layer_met2.png
Bar = 100 um.
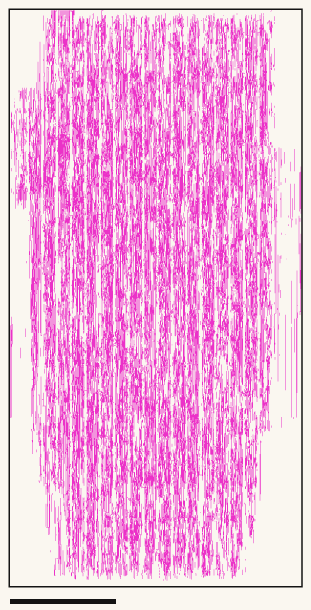
layer_met3.png
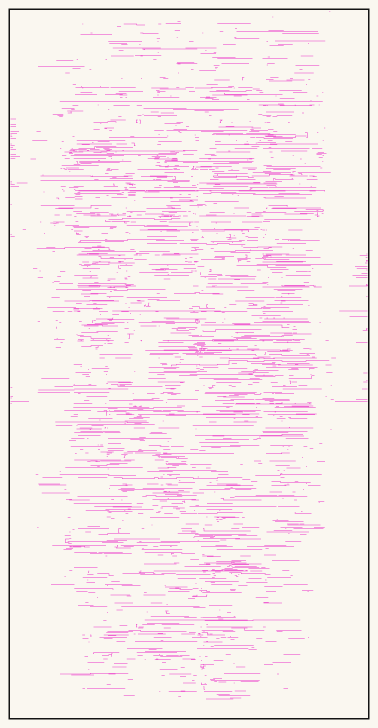
clocks.png
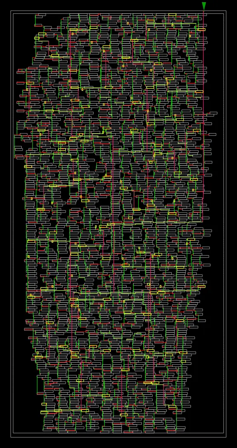
File: src/rtl/dmem_responder_if.sv
// Load/store handshake between the MEM stage (master) and the data-memory responder (slave).
interface dmem_responder_if #(
    parameter int unsigned WORD_LEN = 32
);
    logic                mem_r_en;
    logic                mem_w_en;
    logic [WORD_LEN-1:0] addr;
    logic [WORD_LEN-1:0] wdata;
    logic [WORD_LEN-1:0] rdata;
    logic                done;
    logic                stall;
    logic                err;

    modport master (
        output mem_r_en, mem_w_en, addr, wdata,
        input  rdata, done, stall, err
    );

    modport slave (
        input  mem_r_en, mem_w_en, addr, wdata,
        output rdata, done, stall, err
    );
endinterface

File: src/rtl/dmem_responder.sv
// Fixed-latency data-memory responder for the MEM stage; stalls the pipeline until done.
// Optional bounds checking (suppress/zero out-of-range accesses, pulse err) via DMEM_BOUNDS_CHECK_EN.
module dmem_responder #(
    parameter int unsigned WORD_LEN  = 32,
    parameter int unsigned DEPTH     = 64,
    parameter int unsigned BASE_ADDR = 1024,
    parameter int unsigned LATENCY   = 2
) (
    input  logic            clk,
    input  logic            rst,
    dmem_responder_if.slave bus
);
    localparam int unsigned IdxW    = (DEPTH > 1) ? $clog2(DEPTH) : 1;
    localparam logic [3:0]  LoadCnt = 4'(LATENCY - 1);

    typedef enum logic [1:0] {StIdle, StWait, StResp} state_e;

    state_e              state_q, state_d;
    logic [3:0]          cnt_q, cnt_d;
    logic [IdxW-1:0]     idx_q, idx_d;
    logic [WORD_LEN-1:0] wdata_q, wdata_d;
    logic                we_q, we_d;
    logic [WORD_LEN-1:0] rdata_q, rdata_d;
    logic [WORD_LEN-1:0] mem_q [DEPTH];

    logic                req;
    logic [WORD_LEN-1:0] offset;
    logic [IdxW-1:0]     idx_live;
    logic                acc_en;
    logic [IdxW-1:0]     acc_idx;
    logic [WORD_LEN-1:0] acc_wdata;
    logic                acc_we;
    logic                acc_ok;
    logic                mem_we;

    assign req      = bus.mem_r_en | bus.mem_w_en;
    assign offset   = bus.addr - WORD_LEN'(BASE_ADDR);
    assign idx_live = IdxW'(offset >> 2);

`ifdef DMEM_BOUNDS_CHECK_EN
    logic oob_q, oob_d;
    logic oob_live;
    logic acc_oob;

    assign oob_live = (bus.addr < WORD_LEN'(BASE_ADDR)) || ((offset >> 2) >= WORD_LEN'(DEPTH));
    assign acc_oob  = (state_q == StIdle) ? oob_live : oob_q;
    assign acc_ok   = ~acc_oob;
    assign oob_d    = ((state_q == StIdle) && req) ? oob_live : oob_q;
`else
    assign acc_ok   = 1'b1;
`endif

    always_comb begin
        state_d   = state_q;
        cnt_d     = cnt_q;
        idx_d     = idx_q;
        wdata_d   = wdata_q;
        we_d      = we_q;
        // With LATENCY==1 the array is accessed straight from IDLE, before the latch holds it.
        acc_idx   = idx_q;
        acc_wdata = wdata_q;
        acc_we    = we_q;
        unique case (state_q)
            StIdle: begin
                acc_idx   = idx_live;
                acc_wdata = bus.wdata;
                acc_we    = bus.mem_w_en;
                if (req) begin
                    idx_d   = idx_live;
                    wdata_d = bus.wdata;
                    we_d    = bus.mem_w_en;
                    cnt_d   = LoadCnt;
                    state_d = (LATENCY == 1) ? StResp : StWait;
                end
            end
            StWait: begin
                cnt_d = cnt_q - 4'd1;
                if (cnt_q <= 4'd1) begin
                    state_d = StResp;
                end
            end
            StResp: begin
                state_d = StIdle;
            end
            default: begin
                state_d = StIdle;
            end
        endcase

        acc_en  = (state_d == StResp) && (state_q != StResp);
        // Gate with rst so an aborted transaction never commits during reset.
        mem_we  = acc_en & acc_we & acc_ok & rst;
        rdata_d = rdata_q;
        if (acc_en && !acc_we) begin
            rdata_d = acc_ok ? mem_q[acc_idx] : '0;
        end
    end

    always_ff @(posedge clk or negedge rst) begin
        if (!rst) begin
            state_q <= StIdle;
            cnt_q   <= '0;
            idx_q   <= '0;
            wdata_q <= '0;
            we_q    <= 1'b0;
            rdata_q <= '0;
`ifdef DMEM_BOUNDS_CHECK_EN
            oob_q   <= 1'b0;
`endif
        end else begin
            state_q <= state_d;
            cnt_q   <= cnt_d;
            idx_q   <= idx_d;
            wdata_q <= wdata_d;
            we_q    <= we_d;
            rdata_q <= rdata_d;
`ifdef DMEM_BOUNDS_CHECK_EN
            oob_q   <= oob_d;
`endif
        end
    end

    // Array contents survive reset.
    always_ff @(posedge clk) begin
        if (mem_we) begin
            mem_q[acc_idx] <= acc_wdata;
        end
    end

    assign bus.done  = (state_q == StResp);
    assign bus.stall = req & (state_q != StResp);
    assign bus.rdata = rdata_q;
`ifdef DMEM_BOUNDS_CHECK_EN
    assign bus.err   = (state_q == StResp) & oob_q;
`else
    assign bus.err   = 1'b0;
`endif
endmodule

File: src/flat_wrapper.sv
// flat-port wrapper written by rule: the top's interface ports become plain ports
module dmem_responder_flat 
#(
    parameter int unsigned WORD_LEN  = 32,
    parameter int unsigned DEPTH     = 64,
    parameter int unsigned BASE_ADDR = 1024,
    parameter int unsigned LATENCY   = 2
)
  (clk, rst, bus_mem_r_en, bus_mem_w_en, bus_addr, bus_wdata, bus_rdata, bus_done, bus_stall, bus_err);
  dmem_responder_if #(.WORD_LEN(WORD_LEN)) bus_i ();
  input  logic clk;
  input  logic rst;
  input wire logic [$bits(bus_i.mem_r_en)-1:0] bus_mem_r_en;
  input wire logic [$bits(bus_i.mem_w_en)-1:0] bus_mem_w_en;
  input wire logic [$bits(bus_i.addr)-1:0] bus_addr;
  input wire logic [$bits(bus_i.wdata)-1:0] bus_wdata;
  output wire logic [$bits(bus_i.rdata)-1:0] bus_rdata;
  output wire logic [$bits(bus_i.done)-1:0] bus_done;
  output wire logic [$bits(bus_i.stall)-1:0] bus_stall;
  output wire logic [$bits(bus_i.err)-1:0] bus_err;
  assign bus_i.mem_r_en = bus_mem_r_en;
  assign bus_i.mem_w_en = bus_mem_w_en;
  assign bus_i.addr = bus_addr;
  assign bus_i.wdata = bus_wdata;
  assign bus_rdata = bus_i.rdata;
  assign bus_done = bus_i.done;
  assign bus_stall = bus_i.stall;
  assign bus_err = bus_i.err;
  dmem_responder #(.WORD_LEN(WORD_LEN), .DEPTH(DEPTH), .BASE_ADDR(BASE_ADDR), .LATENCY(LATENCY)) u_core (.clk(clk), .rst(rst), .bus(bus_i));
endmodule
File: config.mk
export PLATFORM = sky130hd
export DESIGN_NAME = dmem_responder_flat
export DESIGN_NICKNAME = d
export VERILOG_FILES = /design/src/rtl/dmem_responder_if.sv /design/src/rtl/dmem_responder.sv /design/src/flat_wrapper.sv
export SDC_FILE = /design/constraint.sdc
export NUM_CORES = 2
export LEC_CHECK = 0
export ABC_AREA = 1
export CORE_ASPECT_RATIO = 2
export CORE_MARGIN = 3
export CORE_UTILIZATION = 63
export CTS_CLUSTER_DIAMETER = 60
export CTS_CLUSTER_SIZE = 28
export DETAILED_ROUTE_END_ITERATION = 12
export GPL_ROUTABILITY_DRIVEN = 0
export PLACE_DENSITY = 0.8
export SYNTH_ARGS = -nofsm -noshare
export SYNTH_HDL_FRONTEND = slang
export SYNTH_SLANG_ARGS = --single-unit
File: constraint.sdc
create_clock -name clk -period 6.48 [get_ports clk]
set_input_delay 1.296 -clock clk [delete_from_list [all_inputs] [get_ports clk]]
set_output_delay 1.296 -clock clk [all_outputs]
set_load 0.01 [all_outputs]
==> summary.txt <==
Notes on the physical implementation.

- In this run the full chip footprint comes out at 148,600 um2.
- The hold path endpoint is u_core.wdata_q[12], for reference.
- The logic depth of the worst path, buffers included is 9, for reference.
- Of the total power, registers draw 41.7%.
- The headroom to the max-slew limit is 9.219%, for reference.
- The CTS buffer count is 87, for reference.
- The setup path with the least slack is of type in -> reg.
- The start of the worst register-to-register path is u_core.state_q[0], for reference.
- The critical path endpoint has a required time of 6900 ps.
- The share of power burned in the clock network is 15.5%, for reference.
- The number of cells on the worst hold path is 2, for reference.
- The initial antenna violation count is 3.
- Per STA, the worst path accumulates the most delay in the family simple AND/OR/NAND/NOR gates.
- The largest register by flop count is u_core.mem_q, for reference.
- The number of setup buffers added after CTS is 0, for reference.
- In this run the remaining antenna-violating nets after routing total 0.
- The chip area line in the Yosys stat output reads 90,570 um2.
- Of the available clock period, the critical path in the final layout requires 65.77%.
- The worst hold path startpoint is u_core.wdata_q[12], for reference.
- After detailed routing, the total wire length is 232,000 um.
- The routed via count is 59,860, for reference.
- The net count of the mapped netlist is 8,624, for reference.
- The most used logic cell in the final layout is sky130_fd_sc_hd__nand2_1, for reference.
- The number of flip-flops in the largest register is 2,048, for reference.
- The depth of the worst register-to-register path is 10, for reference.
- The nature of the critical path startpoint is a primary input, for reference.
- The switching portion of total power comes to 42.61%.
- The first global-routing pass estimated 341,400 um of wire.
- Per the power-grid run, VDD falls by no more than 0.5895 mV.
- The relative area change from synthesis to final layout is 7.131%, for reference.
- For the final database, setup skew stands at 45.83 ps.
- The gate count of the mapped netlist is 8,554, for reference.
- The setup TNS is 0 ps, for reference.
- The critical path data arrival time is 4680 ps, for reference.
- The post-route worst hold slack is 492.7 ps, for reference.
- The synthesis log from Yosys contains 0 warnings.
- The pin count of the biggest net entering global routing is 244, for reference.
- The cts-stage hold buffer count is 0, for reference.
- The synthesized netlist contains 31 unique library cells.
- The clock slew seen by the registers of the worst setup and hold paths is 100 ps, for reference.
- The cell sitting at the root of the clock tree is a sky130_fd_sc_hd__clkbuf_16.
- The width of the die is 274.1 um, for reference.
- The number of DRC violations after detailed-routing iteration 0 is 6,935, for reference.
- The final setup violation count is 0, for reference.
- The tool flagged a number of max-cap violations equal to 0.
- The buffers plus inverters on the worst setup path is 4, for reference.
- The count of buffers added on input and output ports is 75.
- The reg-to-reg endpoint is u_core.mem_q[34][11], for reference.
- The library cells used most frequently in the layout, excluding fill and tap cells, are sky130_fd_sc_hd__nand2_1 (2,475), sky130_fd_sc_hd__edfxtp_1 (2,048), sky130_fd_sc_hd__inv_1 (1,838), sky130_fd_sc_hd__nand3_1 (774), sky130_fd_sc_hd__o211ai_1 (262).
- The number of hold violations in the final report is 0, for reference.
- Per STA, the endpoint of the critical path is u_core.mem_q[34][11].
- For this run, the detailed router reports a per-instance via density of 5.725.
- The slowest stage of the critical path belongs to the cell sky130_fd_sc_hd__nor2_4.
- For this configuration, the core starts out at a cell density of 63.46%.
- In this run the register-to-register setup slack is 2230 ps.
- The count of cells in the finished layout, fillers not included, comes to 10,460.
- The count of nets after finishing is 8,584, for reference.
- In this run the number of H-tree levels came out at 3.
- The smallest clock period supported by the final layout is computed as 4262 ps.
- Setup repair after global routing left no endpoint under its margin.
- The clock latency reported for the late side of the worst-skew pair is 740 ps, for reference.
- After layout, the worst setup slack is 2218 ps.
- The mean routed wirelength per cell is 22.19 um, for reference.
- The final tally of max-slew violations is 0, for reference.
- Summed over all cells, the static leakage comes to 41.02 nW.
- According to the floorplan report, the die height is 542.2 um.
- The number of register bits inferred by synthesis is 2,125, for reference.
- The number of iterations in the first detailed-routing pass is 8, for reference.
- The proportion of layout cells with a drive suffix above 1 is 5.097%, for reference.
- The core area is 142,700 um2, for reference.
- The transition time at the pin with the least slew margin is 1362 ps, for reference.
- CTS reports a maximum clock tree buffer depth of 3.
- The internal power is 24.93 mW, for reference.
- The largest fanout on the critical path is 18, for reference.
- TritonCTS built the clock tree.
- Summing all placed instances gives a cell area of 94,440 um2.
- In this design, the critical path's most frequently occurring cell is sky130_fd_sc_hd__buf_4.
- The cell sequence reported for the critical path is clkdlybuf4s50_1 -> nand2_1 -> o21ai_0 -> inv_1 -> nor2_2 -> nand3_1 -> buf_4 -> nor2_4 -> buf_4.
- The design area is 97,030 um2, for reference.
- The share of synthesized area occupied by flip-flops and latches is 70.03%, for reference.
- The synth_stat.txt file lists the number of cells as 8,554.
- Once detailed placement completed, the half-perimeter wirelength came to 138,800 um.
- The number of I/O pins is 103, for reference.
- In this run the worst setup path begins at bus_mem_w_en.
- The number of global-route vias before repair is 58,760, for reference.
- The synthesized area is 90,570 um2, for reference.
- In the global route stage, overall resource usage came out at 31.07%.
- The final standard cell utilization of the core is 67.98%, for reference.
- The power share of the combinational group is 42.9%, for reference.
- The longest incremental delay of any stage on the critical path is reported as 710 ps.
- Once the clock tree was built, the resizer swapped 0 gates to a different size.
- TritonRoute reported its final design rule violation total as 0.
- Across all stage logs, warnings added up to 73.
- Once placement completed, the tool counted placed cells totaling 10,310.
- The maximum operating frequency is 234.6 MHz, for reference.
- Total power for the finished layout comes to 43.45 mW.
- The worst setup path is captured at a flip-flop.
- According to the CTS report, the clock sink count is 2,125.
- The run finished with clean final reports.
- The filler cells instantiated in the layout total 9,602.
- The average cell area after synthesis is 10.59 um2, for reference.
- The worst min-delay path category is reg -> reg, for reference.
-- layer_met2.png (at the start) --
nets with wire on the layer: 6,317
longest straight run: 156 um
main direction: vertical

-- layer_met3.png (at the start) --
main direction: horizontal
nets with wire on the layer: 653
share of all routed wire: 9.0%
wire length on this layer: 20.8 mm
longest straight run: 201 um

-- clocks.png (at the start) --
clock buffer count in the final layout: 141
Flop Count: 2,125

==> metal layers <==
metal	wire, um	global-route usage [%]
met1	74960	35.39
met2	118600	54.39
met3	20840	3.767
met4	17530	21.50
met5	10	0
==> power groups by stage <==
stage               Sequential (mW)  Clock, mW  Combinational [mW]
floorplan                      18.8          0                11.2
global placement               18.4          0                17.5
detailed placement             18.4          0                18.2
CTS                            18.1       6.72                18.3
global route                   18.1       7.18                20.0
finish                         18.1       6.71                18.6
==> cell type report <==
cell class	instances	area, um2	share of cell area [%]
flip-flops and latches	2125	63430	65.37
multi-input cells	4194	19190	19.78
inverters	1846	6929	7.141
repair buffers	260	2537	2.615
clock buffers	141	2496	2.573
well taps	1881	2354	2.426
clock inverters	8	91.34	0.09414
diodes	1	2.502	0.002579
==> cells in the mapped netlist, drive strengths merged <==
cell type	n	area, um2
nand4	4	25.02
nand2	2480	9314
inv	1842	6914
or2	29	181.4
dfrtp	77	1927
o21ai	306	1543
ha	2	25.02
nand3	775	3879
o211ai	262	1967
edfxtp	2048	61500
o22ai	2	12.51
nor4	2	12.51
xnor2	1	8.760
clkinv	4	15.01
conb	1	3.750
a21oi	3	15.01
buf	318	1683
nor3	7	50.05
clkbuf	71	267.8
nor2	320	1226
==> worst reg2reg max path, delay by kind of cell (launching register included) <==
family | cells | cell delay, ps
buf+inv | 4 | 1130
flops | 1 | 440
simple gates | 6 | 2330
==> logic make-up (layout without fill, tap and decap cells) <==
kind of cell               after synthesis  count (layout)  share of synthesized area (%)
AOI/OAI and AO/OA                      573             573                          3.906
xor gates and xnor gates                 1               1                       0.009672
adders and majority gates                2               2                        0.02763
buffers and inverters                 2235            2255                          9.804
DFF                                   2125            2125                          70.03
other                                    1               2                       0.004141
and+or+nand+nor                       3617            3617                          16.22
Power is estimated from default activity; no workload was simulated.
